[src/rtl/axis_detector_player.sv]
// AXI-Stream event player: takes {timestamp, hit_pattern} words and replays each
// pattern on det_data when the free-running time counter reaches the timestamp.
module axis_detector_player #(
  parameter int WIDTH_BITS = 8
) (
  input  logic                  aclk,
  input  logic                  aresetn,
  input  logic [WIDTH_BITS-1:0] cfg_width,
  input  logic [127:0]          s_axis_tdata,
  input  logic                  s_axis_tvalid,
  output logic                  s_axis_tready,
  output logic [63:0]           det_data,
  output logic [63:0]           sts_time,
  output logic [31:0]           sts_late
);

  typedef enum logic [1:0] {
    IDLE,
    WAIT,
    PULSE,
    GUARD
  } state_e;

  state_e                state_q;
  logic [63:0]           time_q;
  logic [63:0]           ts_q;
  logic [63:0]           pat_q;
  logic [63:0]           det_q;
  logic [31:0]           late_q;
  logic [WIDTH_BITS-1:0] cnt_q;
  logic                  tready_q;

  logic                  accept;
  logic [WIDTH_BITS-1:0] pulse_last;

  // tready_q is only ever high while in IDLE, so it alone qualifies the handshake.
  assign accept = s_axis_tvalid && tready_q;

  // A zero width is promoted to a single-cycle pulse.
  assign pulse_last = (cfg_width == '0) ? '0 : cfg_width - WIDTH_BITS'(1);

  // NOTE: ts_q/pat_q carry no reset; the state reset already discards any held
  // event, and a reset on wide data registers only costs routing.
  always_ff @(posedge aclk) begin
    if (accept) begin
      ts_q  <= s_axis_tdata[127:64];
      pat_q <= s_axis_tdata[63:0];
    end
  end

  // NOTE: every register here uses non-blocking assignments so that all
  // comparisons in a cycle see the pre-edge values of time_q, cnt_q and state_q.
  always_ff @(posedge aclk) begin
    if (!aresetn) begin
      state_q  <= IDLE;
      time_q   <= '0;
      det_q    <= '0;
      late_q   <= '0;
      cnt_q    <= '0;
      tready_q <= 1'b0;
    end else begin
      time_q <= time_q + 64'd1;
      case (state_q)
        IDLE: begin
          det_q    <= '0;
          tready_q <= 1'b1;
          if (accept) begin
            tready_q <= 1'b0;
            state_q  <= WAIT;
          end
        end
        WAIT: begin
          if (time_q == ts_q) begin
            det_q   <= pat_q;
            cnt_q   <= pulse_last;
            state_q <= PULSE;
          end else if (time_q > ts_q) begin
            // Missed its slot: drop it and return to accepting events.
            if (late_q != '1) begin
              late_q <= late_q + 32'd1;
            end
            tready_q <= 1'b1;
            state_q  <= IDLE;
          end
        end
        PULSE: begin
          if (cnt_q == '0) begin
            det_q   <= '0;
            state_q <= GUARD;
          end else begin
            cnt_q <= cnt_q - WIDTH_BITS'(1);
          end
        end
        GUARD: begin
          det_q    <= '0;
          tready_q <= 1'b1;
          state_q  <= IDLE;
        end
        default: begin
          det_q    <= '0;
          tready_q <= 1'b0;
          state_q  <= IDLE;
        end
      endcase
    end
  end

  assign s_axis_tready = tready_q;
  assign det_data      = det_q;
  assign sts_time      = time_q;
  assign sts_late      = late_q;

endmodule

[config.mk]
export PLATFORM = sky130hd
export DESIGN_NAME = axis_detector_player
export DESIGN_NICKNAME = d
export VERILOG_FILES = /design/src/rtl/axis_detector_player.sv
export SDC_FILE = /design/constraint.sdc
export NUM_CORES = 1
export LEC_CHECK = 0
export ABC_CLOCK_PERIOD_IN_PS = 3450
export CORE_UTILIZATION = 45
export CTS_BUF_LIST = sky130_fd_sc_hd__clkbuf_8
export CTS_CLUSTER_SIZE = 16
export DETAILED_ROUTE_END_ITERATION = 6
export PLACE_DENSITY_LB_ADDON = 0.3
export SLEW_MARGIN = 5
export SYNTH_ARGS = -nofsm -noshare
export SYNTH_HDL_FRONTEND = slang
export SYNTH_SLANG_ARGS = --single-unit
export TNS_END_PERCENT = 5
[constraint.sdc]
create_clock -name aclk -period 3.45 [get_ports aclk]
set_input_delay 0.5175 -clock aclk [delete_from_list [all_inputs] [get_ports aclk]]
set_output_delay 0.5175 -clock aclk [all_outputs]
set_load 0.01 [all_outputs]
Figure 1. Clock wires, drivers and flops (run 1).
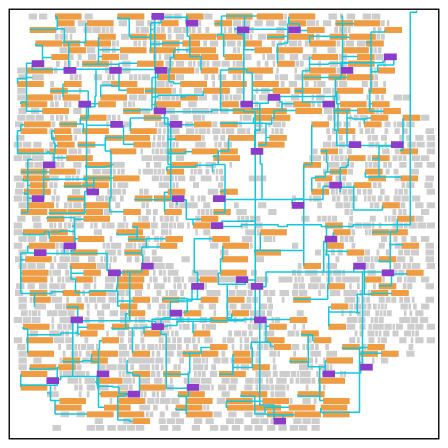
- orange: flip-flops (count 299)
- purple: clock-net drivers (count 49)
- cyan: clock wires (length 4040 um)
- routed clock nets: 50
Clock Skews: 0.0198 ns
clock network latency to the later pin of the worst-skew pair: 0.58 ns

Figure 2. The clock network (run 1).
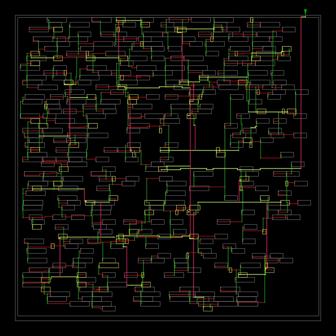
power drawn by the clock network: 3.14 mW
number of flip-flops and latches: 299
clk_buf instances: 59
number of sinks on the clock net: 299

==> CHANGELOG.md, run 1 <==
### Changed

* Number of standard cells in the final layout excluding fillers at roughly 2000
* Final HPWL from detailed placement at 23600 um
* Maximum capacitance violations at 0
* Leading power group: sequential cells
* Post-DR wirelength/cell at 16.8 um
* Switch Pwr at 2.68 mW
* Worst slew pin tran at about 0.89 ns
* Last element of the critical path: sts_late[16]$_SDFFE_PN0P_
* Reg clk slew, reported paths at 0.06 ns
* Count of buffers inserted at the top-level ports at around 300
* Switching share of total power at between 20% and 30%
* Tap cell instance count at about 380
* Multi-input gate area at 0.00530 mm^2
* Chip Footprint at 0.0298 mm^2
* Combinational-cell power consumption at around 1.8 mW
* Area of placed instances at 0.0165 mm^2
* H-tree Lvls at 2
* Buffer share of cell area at 18.0%
* Chip Width at 173 um
* ANT nets after route at 0
* Cell types with the highest counts after synthesis: dfxtp_1, nand2_1, edfxtp_1
* Highest routed metal layer: met4
* Main flop type: dfxtp_1
* Non-clk bufs at 314
* Type of the most critical hold path: flip-flop to flip-flop
* Root buf cell: clkbuf_8
* RD Place Congestion at ~0.87
* Post-synthesis cell type count at 61
* Status: finished, final reports clean
* Yosys stat cell total at 1288
* Data required time at the worst endpoint at approximately 3.9 ns
* Multiplexer fraction of the synthesized cell area at 0.764%
* DRC marker count from the first detailed-route iteration at 785
* Post-Route Setup TNS at 0 ns
* Capture instance of the worst register-to-register path: sts_late[16]$_SDFFE_PN0P_
* And+or+nand+nor area frac at 19.5%
Figure 3. Cell classes on the final placement (run 1).
Scale bar: 50 um.
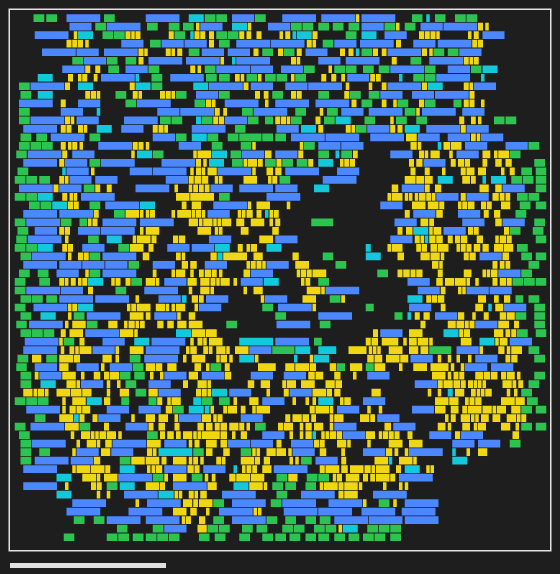
- yellow: remaining logic cells (cells 937)
- blue: registers (cells 299)
- green: remaining buffers and delay cells (cells 314)
- cyan: clock drivers and dummy loads (cells 92)
core footprint: 0.0287 mm^2
register fraction of the total cell area: 41.5%
final non-filler cell area: 0.0175 mm^2

Figure 4. Signal wires on met1 (run 1).
Supply wires on this layer in gray.
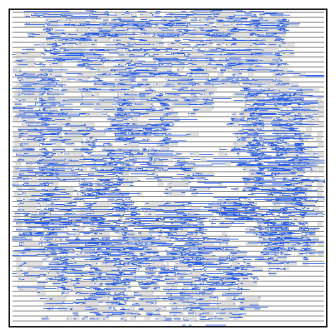
- wire length on this layer: 14500 um
- main direction: horizontal
Total Routed Length: 34000 um
routing usage on met1: 28.6%
vias after detailed routing: 10700

==> run 1: critical path, stage by stage, from the launching register on <==
cell and delay, ns:
dfxtp_1 0.36, ha_1 0.32, nand4_1 0.21, nor4_4 0.47, nand4_1 0.24, a31oi_1 0.34, nor4_2 0.12, buf_12 0.20
or4_1 0.52, a21oi_1 0.16
==> run 1: placed cells by master, fill, tap and decap left out, types with 26 or more instances in the layout <==
cell / n
nand3_1: 110
ha_1: 73
o21ai_0: 40
dfxtp_1: 171
edfxtp_1: 128
clkbuf_8: 59
or3_1: 26
clkdlybuf4s50_1: 299
nor2_1: 80
nand2_1: 148
nand4_1: 33
xor2_1: 41
a21oi_1: 125
inv_1: 93
==> run 1: worst min path at each step <==
| stage | startpoint | endpoint | slack, ns | depth (start not counted) |
|---|---|---|---|---|
| finish | det_data[63]$_SDFFE_PN0P_ | det_data[63]$_SDFFE_PN0P_ | 0.45 | 2 |
| global route | s_axis_tdata[112] | ts_q[48]$_DFFE_PP_ | 0.44 | 1 |
| CTS | s_axis_tdata[112] | ts_q[48]$_DFFE_PP_ | 0.45 | 1 |
| detailed placement | det_data[8]$_SDFFE_PN0P_ | det_data[8]$_SDFFE_PN0P_ | 0.44 | 2 |
| global placement | det_data[44]$_SDFFE_PN0P_ | det_data[44]$_SDFFE_PN0P_ | 0.44 | 2 |
| floorplan | cnt_q[6]$_SDFFE_PN0P_ | cnt_q[6]$_SDFFE_PN0P_ | 0.47 | 2 |
==> run 1: routing by layer <==
metal	global-route usage, %	vias to the layer above
li1	-	5219
met5	0	-
met4	8.71	0
met1	28.6	5053
met3	5.65	70
met2	37.3	374
==> run 1: registers in the layout, summed over array words and instances, names as in the netlist, named ones only <==
register / count
ts_q: 64
sts_time: 64
sts_late: 32
cnt_q: 8
pat_q: 64
det_data: 64
s_axis_tready: 1
state_q: 1
==> run 1 -> run 2 <==
- ABC_CLOCK_PERIOD_IN_PS: 3450 -> 2780
- clock period: 3.45 -> 2.78 ns (I/O delays scaled with it)
Figure 5. Cell classes on the final placement (run 2).
Scale bar: 50 um.
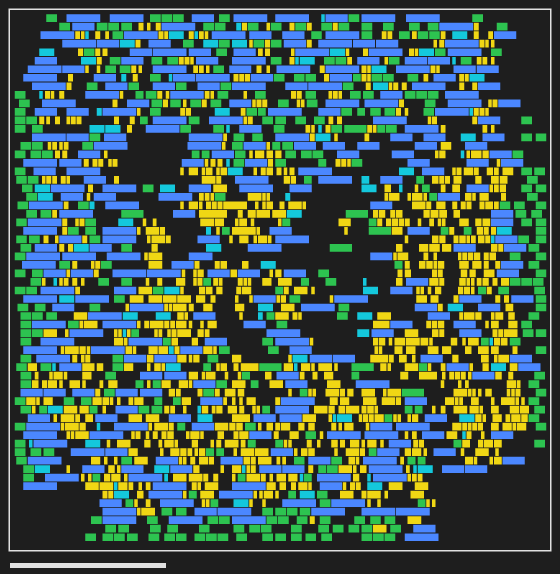
- cyan: clock drivers and dummy loads (cells 94)
- yellow: remaining logic cells (cells 937)
- blue: registers (cells 299)
- green: remaining buffers and delay cells (cells 369)
number of rows created at floorplan: 62
register fraction of the total cell area: 40.5%
final non-filler cell area: 0.0179 mm^2
final core utilization: 62.5%

==> run 2 against run 1 <==
Against the previous run: setup slack worse by 0.36 ns; combinational power is 36% higher; sequential cell count stayed put; fmax is 11% higher; highest routed layer unchanged; critical endpoint is now sts_late[8]$_SDFFE_PN0P_; critical path type unchanged; largest cell class unchanged.
==> CHANGELOG.md, run 2 <==
### Changed

* Post-synthesis cell type count at 61
* Yosys stat cell total at approximately 1300
* RD Place Congestion at roughly 0.87
* Type of the most critical hold path: input pin to flip-flop
* Number of sinks on the clock net at 299
* Chip Footprint at 0.0298 mm^2
* Number of standard cells in the final layout excluding fillers at roughly 2100
* Area of placed instances at 0.0169 mm^2
* DRC marker count from the first detailed-route iteration at 781
* Met2 layer usage reported by global route at 38.2%
* Status: finished, final reports clean
* Cell chain of the critical path: ha_1, nand4_1, nor4_4, buf_4, nand3_1, a31oi_2, nor4_2, buf_12, or4_1, a21oi_1
* Met3 capacity usage during global routing at 5.43%
* Post-DR wirelength/cell at 16.9 um
* Count of buffers inserted at the top-level ports at 299
* Post-Route Setup TNS at 0 ns
* Launch point of the worst hold path: s_axis_tdata[82]
* Commonest non-fill, non-tap cell in the layout: clkdlybuf4s50_1
* Multiplexer fraction of the synthesized cell area at 0.764%
* Reg clk slew, reported paths at 0.06 ns
* Root buf cell: clkbuf_8
* Clock Skews at approximately 0.025 ns
* Highest routed metal layer: met4
* CP max-delay cell: or4_1
* Chip Width at 173 um
Figure 6. Clock wires, drivers and flops (run 2).
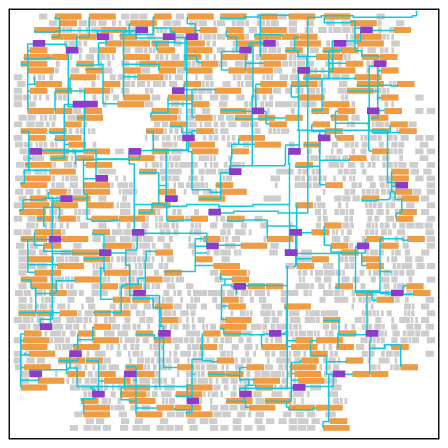
- orange: flip-flops (count 299)
- purple: clock-net drivers (count 50)
- cyan: clock wires (length 3970 um)
- flops lie: widely spread
- routed clock nets: 51

==> run 2: cell type report <==
cell class	count	area share, %
multi-input combinational	856	29.9
antenna	2	0.0279
clock inverter	41	0.976
inverter	81	1.73
timing repair buffer	369	20.2
clock buffer	53	4.06
tap	384	2.68
sequential	299	40.5
==> run 2: where the power goes <==
part / internal, mW / switching [mW] / leakage (nW)
combinational: 1.05 / 1.40 / 3.61
sequential: 5.12 / 0.212 / 2.57
clock: 1.77 / 1.76 / 0.550
==> run 2: worst max-delay path: cells and delay by family, from the launching register on <==
kind / cells / cell delay, ns
and+or+nand+nor: 5 / 1.24
buffers and inverters: 2 / 0.38
AOI/OAI and AO/OA: 2 / 0.36
DFF: 1 / 0.35
adders and majority gates: 1 / 0.32
==> run 2: repair_timing <==
action | 4_1_cts | 5_1_grt
cloned | 0 | 0
pin swaps | 1 | 2
hold endpoints to repair | 0 | 0
setup buffers | 0 | 2
gates resized | 3 | 8
setup endpoints to repair | 7 | 84
==> run 2: kinds of logic after synthesis <==
family                     Yosys count
AOI/OAI and AO/OA                  209
buffers and inverters              133
adders and majority gates           74
xor gates and xnor gates            58
muxes                               10
and+or+nand+nor                    505
DFF                                299
==> run 2: worst max path at each step <==
stage                     cells past startpoint                    start                         to
after floorplan                               2            s_axis_tvalid         pat_q[0]$_DFFE_PP_
after global placement                        9   sts_time[3]$_SDFF_PN0_   det_data[2]$_SDFFE_PN0P_
after detailed placement                     11       ts_q[59]$_DFFE_PP_   sts_late[8]$_SDFFE_PN0P_
after CTS                                     9   sts_time[3]$_SDFF_PN0_  det_data[31]$_SDFFE_PN0P_
after global routing                         10       ts_q[55]$_DFFE_PP_   sts_late[6]$_SDFFE_PN0P_
final                                        10  sts_time[53]$_SDFF_PN0_   sts_late[8]$_SDFFE_PN0P_
==> run 2 -> run 3 <==
- ABC_AREA: not set -> 1
- ABC_CLOCK_PERIOD_IN_PS: 2780 -> 3300
- clock period: 2.78 -> 3.3 ns (I/O delays scaled with it)
Figure 7. Cell classes on the final placement (run 3).
Scale bar: 50 um.
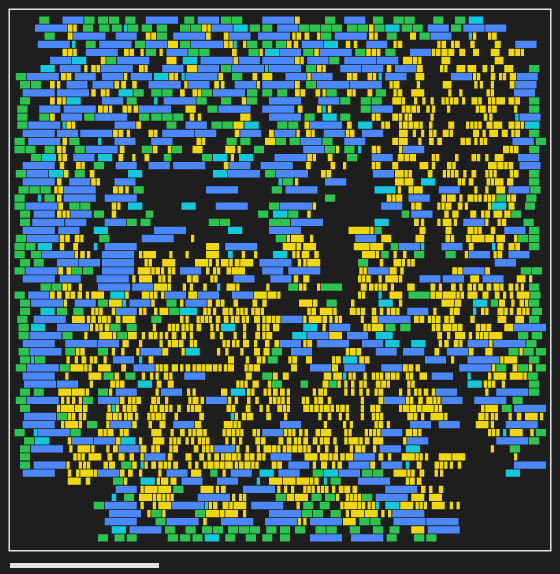
- cyan: clock drivers and dummy loads (cells 98)
- green: remaining buffers and delay cells (cells 312)
- yellow: remaining logic cells (cells 1363)
- blue: registers (cells 299)

==> run 3 against run 2 <==
Against the previous run: clock power is about 10% lower; global-route usage rose by 1.3 points; non-clock buffer count down 57; critical path type unchanged; critical path depth increased by 2; core utilization is 2.9 points lower; the run now ends with DRC left; largest power group unchanged.
==> CHANGELOG.md, run 3 <==
### Changed

* Status: finished, violations left
* Failing checks: DRC
* Sequential cell power at 4.49 mW
* Core footprint at approximately 0.032 mm^2
* Number of rows created at floorplan at ~65
* Switching share of total power at approximately 31%
* Relative contribution of the clock network to total power at about a third
* Internal Power at 6.68 mW
* Final non-filler cell area at 0.0189 mm^2
* Data required time at the worst endpoint at 3.84 ns
* And+or+nand+nor area frac at 25.2%
* Final-layout clock-cell area share at 5.21%
* Total Routed Length at 40400 um
* Cell chain of the critical path: ha_1, nand4_1, and2b_1, and3_1, nand2_1, nor2_2, nor2_4, nor2_8, inv_2, buf_4, nand2_1, a21oi_1
* Layer with the highest usage: met2
* Last element of the critical path: det_data[46]$_SDFFE_PN0P_
* Register fraction of the total cell area at 38.5%
* Number of design rule violations left after detail routing at 1
* Share of the final layout cell area in multi-input gates at 32.5%
* Worst path max stage delay at 0.53 ns
* Root buf cell: clkbuf_8
* Combinational gate count at approximately 1100
* Leading power group: sequential cells
* Maximum capacitance violations at 0
* Post-Route Setup TNS at 0 ns
* Vias after detailed routing at between 10000 and 15000
* Share of total power in combinational logic at 20.8%
* Type of the most critical hold path: input pin to flip-flop
* Buffer share of cell area at 16.6%
* Worst path top cell family by delay: simple AND/OR/NAND/NOR gates
* RD Place Congestion at 0.923
* Worst slew pin tran at 0.744 ns
* Routing usage on met1 at about a third
Figure 8. The clock network (run 3).
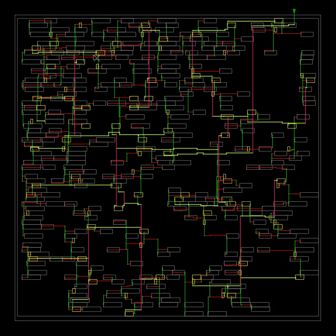
power drawn by the clock network: 3.16 mW
clk_buf instances: 57
clock network latency to the later pin of the worst-skew pair: 0.62 ns
Inserted Clock Buffers: 52
Clock Skews: 0.0535 ns

-- run 3: netlist changes by cell type after synthesis, moves of 35 or more --
cell,previous run,this run
nand2_1,148,355
a21oi_1,125,175
nor3_1,16,59
inv_1,80,218
nor2_1,80,152
nand4_1,33,68
-- run 3: cell families after synthesis --
logic type | after synthesis
AND/OR/NAND/NOR | 798
AND-OR/OR-AND | 227
XOR/XNOR | 42
adder cells (fa/ha/maj) | 74
buffers and inverters | 273
flip-flops | 299
-- run 3: metrics by stage --
step | power, mW | hold slack (ns) | utilization [%]
finish | 9.65 | 0.424 | 59.6
CTS | 9.76 | 0.384 | 59.6
global route | 10.2 | 0.383 | 59.6
floorplan | 5.89 | 0.455 | -
global placement | 6.51 | 0.450 | 56.5
detailed placement | 6.57 | 0.454 | 56.5
-- run 3: how the worst min path moves through the flow --
stage	slack, ns	cells after the start	end	from
after floorplan	0.46	2	cnt_q[7]$_SDFFE_PN0P_	cnt_q[7]$_SDFFE_PN0P_
after global placement	0.45	2	det_data[51]$_SDFFE_PN0P_	det_data[51]$_SDFFE_PN0P_
after detailed placement	0.45	2	det_data[25]$_SDFFE_PN0P_	det_data[25]$_SDFFE_PN0P_
after CTS	0.38	1	pat_q[49]$_DFFE_PP_	s_axis_tdata[49]
after global routing	0.38	1	pat_q[7]$_DFFE_PP_	s_axis_tdata[7]
final	0.42	1	pat_q[49]$_DFFE_PP_	s_axis_tdata[49]
-- run 3: worst reg2reg max path, delay by kind of cell, from the launching register on --
family | cells | cell delay (ns)
AND-OR/OR-AND | 1 | 0.20
flip-flops | 1 | 0.50
buffers and inverters | 2 | 0.59
AND/OR/NAND/NOR | 8 | 1.20
adder cells (fa/ha/maj) | 1 | 0.31

==> gallery <==
Drive-strength map.
(a)
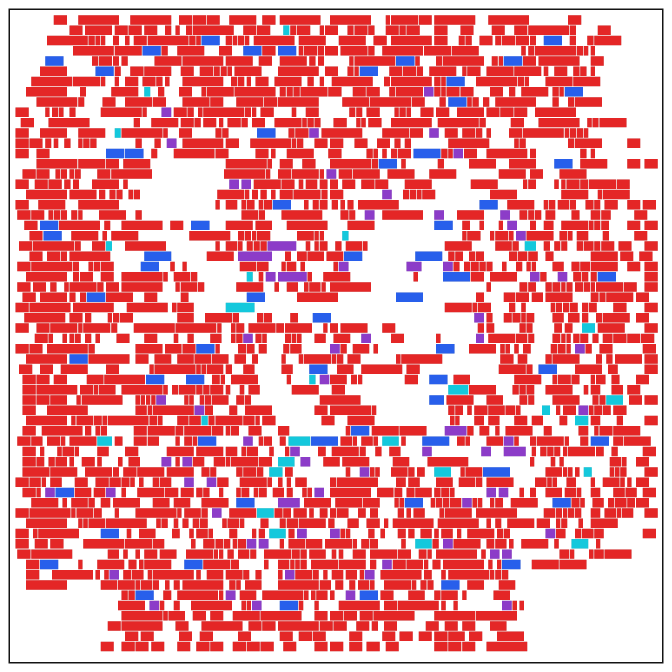
(b)
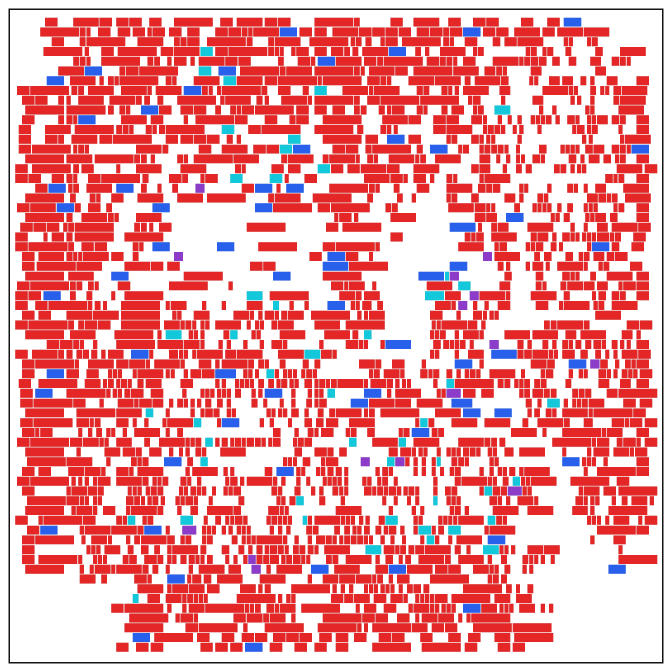
(b) comes from run 3.
(a) comes from run 2.

Key to (a):
- blue: x6 and larger (cells 62)
- red: x1 and smaller (cells 1539)
- cyan: x2 (cells 26)
- purple: x3 and x4 (cells 72)

No activity file was given, so power comes from the tool's default toggle rates.
